===== config.mk =====
export PLATFORM = sky130hd
export DESIGN_NAME = tile_check
export DESIGN_NICKNAME = d
export VERILOG_FILES = /design/src/rtl/trax_pkg.sv /design/src/rtl/tile_edge_mask.sv /design/src/rtl/tile_check.sv
export SDC_FILE = /design/constraint.sdc
export NUM_CORES = 1
export LEC_CHECK = 0
export CAP_MARGIN = 0
export CORE_ASPECT_RATIO = 0.8
export CORE_MARGIN = 4
export CORE_UTILIZATION = 53
export CTS_CLUSTER_SIZE = 25
export DETAILED_ROUTE_END_ITERATION = 8
export PLACE_DENSITY = 0.85
export SLEW_MARGIN = 30
export SYNTH_ARGS = -nofsm -noshare
export SYNTH_HDL_FRONTEND = slang
export SYNTH_SLANG_ARGS = --single-unit

===== constraint.sdc =====
create_clock -name clk -period 2.55 [get_ports clk]
set_clock_uncertainty 0.1 [all_clocks]
set_input_delay 0.51 -clock clk [delete_from_list [all_inputs] [get_ports clk]]
set_output_delay 0.51 -clock clk [all_outputs]
set_load 0.02 [all_outputs]

===== src/rtl/trax_pkg.sv =====
// Shared Trax definitions: tile codes, edge colours, sides, checker FSM states and
// the edge-colour lookup used by the placement checker.
package trax_pkg;

   localparam logic [2:0] EMPTY  = 3'd0;
   localparam logic [2:0] T1     = 3'd1;
   localparam logic [2:0] T2     = 3'd2;
   localparam logic [2:0] T3     = 3'd3;
   localparam logic [2:0] T4     = 3'd4;
   localparam logic [2:0] T5     = 3'd5;
   localparam logic [2:0] T6     = 3'd6;
   localparam logic [2:0] TBLANK = 3'd7;

   localparam logic WHITE = 1'b0;
   localparam logic RED   = 1'b1;

   localparam int unsigned NumTypes = 6;

   typedef enum logic [1:0] {
      SideN = 2'd0,
      SideE = 2'd1,
      SideS = 2'd2,
      SideW = 2'd3
   } side_e;

   typedef enum logic [2:0] {
      StIdle     = 3'd0,
      StChkUp    = 3'd1,
      StChkRight = 3'd2,
      StChkDown  = 3'd3,
      StChkLeft  = 3'd4,
      StDone     = 3'd5
   } state_e;

   // Rows packed as {N, E, S, W}; red = 1.
   function automatic logic edge_colour(input logic [2:0] tile, input side_e side);
      logic [3:0] row;
      case (tile)
         T1:      row = {WHITE, RED,   WHITE, RED  };
         T2:      row = {RED,   WHITE, RED,   WHITE};
         T3:      row = {WHITE, WHITE, RED,   RED  };
         T4:      row = {RED,   WHITE, WHITE, RED  };
         T5:      row = {RED,   RED,   WHITE, WHITE};
         T6:      row = {WHITE, RED,   RED,   WHITE};
         default: row = 4'b0000;
      endcase
      case (side)
         SideN:   edge_colour = row[3];
         SideE:   edge_colour = row[2];
         SideS:   edge_colour = row[1];
         default: edge_colour = row[0];
      endcase
   endfunction

   function automatic side_e opposite(input side_e side);
      opposite = side_e'(side + 2'd2);
   endfunction

   function automatic logic is_empty(input logic [2:0] tile);
      is_empty = (tile == EMPTY) || (tile == TBLANK);
   endfunction

endpackage


===== src/rtl/tile_edge_mask.sv =====
// Combinational legality mask for one neighbour: bit k set when tile type k+1 placed in the
// target cell shows the same colour on side_i as the neighbour shows on the facing side.
module tile_edge_mask
   import trax_pkg::*;
(
   input  logic [2:0] nb_type_i,
   input  side_e      side_i,
   output logic [5:0] mask_o
);

   logic nb_colour;

   always_comb begin
      nb_colour = edge_colour(nb_type_i, opposite(side_i));
      mask_o    = '1;
      if (!is_empty(nb_type_i)) begin
         for (int k = 0; k < NumTypes; k++) begin
            mask_o[k] = (edge_colour(3'(k + 1), side_i) == nb_colour);
         end
      end
   end

endmodule


===== src/rtl/tile_check.sv =====
// Trax placement checker: latches the four neighbours on a start rise, narrows a 6-type
// legality mask one neighbour per clock, then presents the mask with endsignal.
module tile_check
   import trax_pkg::*;
(
   output logic [5:0] tile_type,
   output logic       endsignal,
   input  logic       start_signal,
   input  logic [2:0] up_tile,
   input  logic [2:0] down_tile,
   input  logic [2:0] right_tile,
   input  logic [2:0] left_tile,
   input  logic       clk,
   input  logic       rst_n
);

   state_e     state_q, state_d;
   logic       start_q;
   logic [2:0] up_q, up_d;
   logic [2:0] down_q, down_d;
   logic [2:0] right_q, right_d;
   logic [2:0] left_q, left_d;
   logic [5:0] mask_q, mask_d;
   logic [5:0] tile_type_q, tile_type_d;
   logic       end_q, end_d;

   logic [2:0] nb_sel;
   side_e      side_sel;
   logic [5:0] nb_mask;
   logic       start_rise;
   logic       busy;

   // One shared mask unit; the FSM state picks which latched neighbour it sees.
   always_comb begin
      nb_sel   = EMPTY;
      side_sel = SideN;
      unique case (state_q)
         StChkUp: begin
            nb_sel   = up_q;
            side_sel = SideN;
         end
         StChkRight: begin
            nb_sel   = right_q;
            side_sel = SideE;
         end
         StChkDown: begin
            nb_sel   = down_q;
            side_sel = SideS;
         end
         StChkLeft: begin
            nb_sel   = left_q;
            side_sel = SideW;
         end
         default: begin
            nb_sel   = EMPTY;
            side_sel = SideN;
         end
      endcase
   end

   tile_edge_mask u_edge_mask (
      .nb_type_i (nb_sel),
      .side_i    (side_sel),
      .mask_o    (nb_mask)
   );

   assign start_rise = start_signal & ~start_q;
   assign busy       = (state_q == StChkUp)   || (state_q == StChkRight) ||
                       (state_q == StChkDown) || (state_q == StChkLeft);

   always_comb begin
      state_d     = state_q;
      up_d        = up_q;
      down_d      = down_q;
      right_d     = right_q;
      left_d      = left_q;
      mask_d      = mask_q;
      tile_type_d = tile_type_q;
      end_d       = end_q;

      unique case (state_q)
         StIdle: begin
            end_d = 1'b0;
         end
         StChkUp: begin
            mask_d  = mask_q & nb_mask;
            state_d = StChkRight;
         end
         StChkRight: begin
            mask_d  = mask_q & nb_mask;
            state_d = StChkDown;
         end
         StChkDown: begin
            mask_d  = mask_q & nb_mask;
            state_d = StChkLeft;
         end
         StChkLeft: begin
            mask_d  = mask_q & nb_mask;
            state_d = StDone;
         end
         StDone: begin
            tile_type_d = mask_q;
            end_d       = 1'b1;
            // Result is shown for at least one cycle before start low releases it.
            if (end_q && !start_signal) begin
               state_d = StIdle;
               end_d   = 1'b0;
            end
         end
         default: begin
            state_d = StIdle;
            end_d   = 1'b0;
         end
      endcase

      if (start_rise && !busy) begin
         up_d    = up_tile;
         down_d  = down_tile;
         right_d = right_tile;
         left_d  = left_tile;
         mask_d  = 6'b111111;
         end_d   = 1'b0;
         state_d = StChkUp;
      end
   end

   always_ff @(posedge clk or negedge rst_n) begin
      if (!rst_n) begin
         state_q     <= StIdle;
         start_q     <= 1'b0;
         up_q        <= EMPTY;
         down_q      <= EMPTY;
         right_q     <= EMPTY;
         left_q      <= EMPTY;
         mask_q      <= '0;
         tile_type_q <= '0;
         end_q       <= 1'b0;
      end else begin
         state_q     <= state_d;
         start_q     <= start_signal;
         up_q        <= up_d;
         down_q      <= down_d;
         right_q     <= right_d;
         left_q      <= left_d;
         mask_q      <= mask_d;
         tile_type_q <= tile_type_d;
         end_q       <= end_d;
      end
   end

   assign tile_type = tile_type_q;
   assign endsignal = end_q;

endmodule


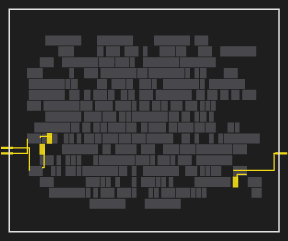
*Nets reached from selected ports*
Scale: 4 px per um.
- yellow: right_tile (bits 3; direction input; edge 2 left, 1 right; end cells 3; buffers 3; wire 45.9 um)

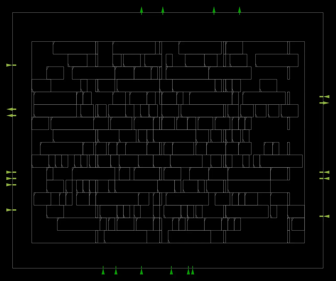
*Cell placement*
flip-flops: 29
Util after Layout: 69.8%

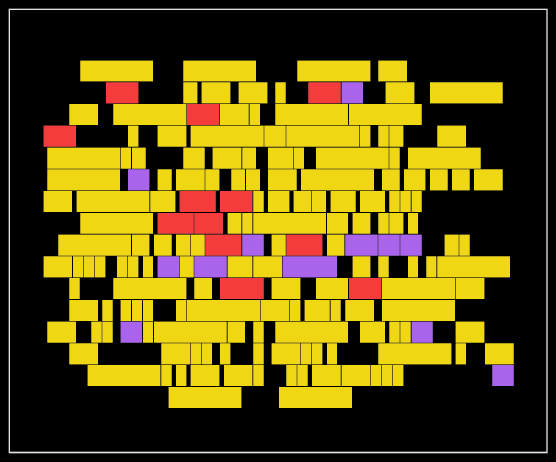
*Cell sizes after repair*
Scale: 8 px per um.
- purple: x3 and x4 (cells 12; share 6.7%)
- red: x2 (cells 12; share 6.7%)
- yellow: x1 and smaller (cells 154; share 87%)

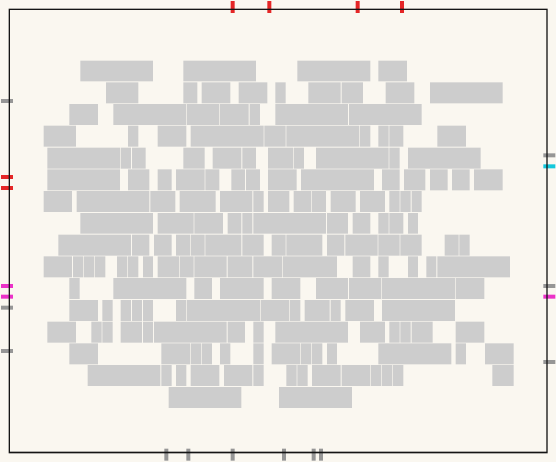
*Pin placement*
Scale: 8 px per um. Pins as bars across the die edge, other pins in grey.
- cyan: endsignal (pins 1; direction output; edge right)
- magenta: right_tile (pins 3; direction input; edge 2 left, 1 right)
- red: tile_type (pins 6; direction output; edge 4 top, 2 left)

==> changes_impl.md <==
### Changed

- Status: completed
- Vias in the first global route: 1193
- Slew Limit Fails: 0
- Total chip power: 2.32 mW
- Basic Gates by Area: 23.6%
- Row count: 16
- Xor+xnor area frac: 0.593%
- Crit. path cell count: 6
- Worst-path clk slew: 0.09 ns
- Cell Count, Final, Fillers Out: 214
- Clk power: 0.260 mW
- CP cell instances: or2b_4 -> o2bb2ai_1 -> o22ai_1 -> a211oi_2 -> nor3_1 -> o32a_1
- Routed wire length: 3190 um
- Port-buffer cells: 21
- Pwr Density: 1300 nW/um^2
- Resize count post-CTS: 0
- CTS Buf Count: 5
- I/O pin cnt: 22
- Fin Hold WS: a little under 0.4 ns
- TritonCTS clock tree: yes
- Ys async rst share: 100%
- Rel. slew slack: slightly below 70%
- Diodes inserted: 0
- Hold Fails Final Rpt: 0
- Final Cycle Share: 93.6%
- Pint: 1.33 mW
- Design area: 1790 sq um
- Die height: 55.2 um
- CTS H-tree depth: 2
- P_comb: ~1.2 mW
- Max Used Layer: met4
- Largest cell class: flip-flops and latches
- Kind of start point of the critical path: flip-flop
- Hold EP: right_q[0]
- Top Consumer: combinational cells
- Logic share of the area: 40.3%
- Total die size: 3700 sq um
- Synth Seq Share: 49.1%
- Logic area: 721 sq um
- Multi-input comb cells: 114
- Grt met3 use: 6.49%
- Largest stage delay on the critical path: approximately 0.62 ns
- Pin count of the biggest net entering global routing: 30
- GPL Wtd Cong: ~0.9
- DRT iter0 DRCs: 84
- Invs w/o clock: 2
- Register area: 726 sq um
- Via count: 1243
- Worst-case reg-to-reg path depth: 6
- Clkbuf count: 8
- # fillers: around 220
- Hold depth: 2
- Clock sink count: 29
- Mapped Area: approximately 1500 sq um
- Bufs w/o clock: 25
- NetSw: roughly 0.99 mW
- Dominant logic cell type in the layout: nand2_1
- Met2 wire length: 1440 um
- Seq area share: 40.6%
- Adder-Cell Fraction of Synth Area: 0%
- Crit path buffers/inverters: 0
- EDFF count, synth: 0
- Cell Type Count: 42
- Root buf cell: clkbuf_4
- Share of cells above drive strength 1: 13.5%
- Post-CTS Hold Buffers: 0
- Via density: 5.81
- Leakage power: between 0.8 and 0.9 nW
- Peak supply drop: about 700 uV
- Post-route setup slack: roughly 0.16 ns
- Post-synth area hogs: dfrtp_1, nand2_1, mux2_2
- CP required: 2.67 ns
- Critical Path AT: 2.51 ns
- Placeable Area: 2560 sq um
- Min-delay worst type: flip-flop to flip-flop
- Max-area cell share: between 40% and 50%
- Top delay family on crit path: AND-OR/OR-AND gates
- FMAX: around 0.42 GHz
- Layout overhead on the synthesized area: 21.0%
- Grt total ovfl: 0
- Final net count: around 190
- Met3 WL: 216 um
- Hold Crit Start: right_q[0]
- Worst slack, placed: 0.204 ns
- Switch share: 42.8%
Power figures rest on the tool's default switching activity, not on a simulated workload.
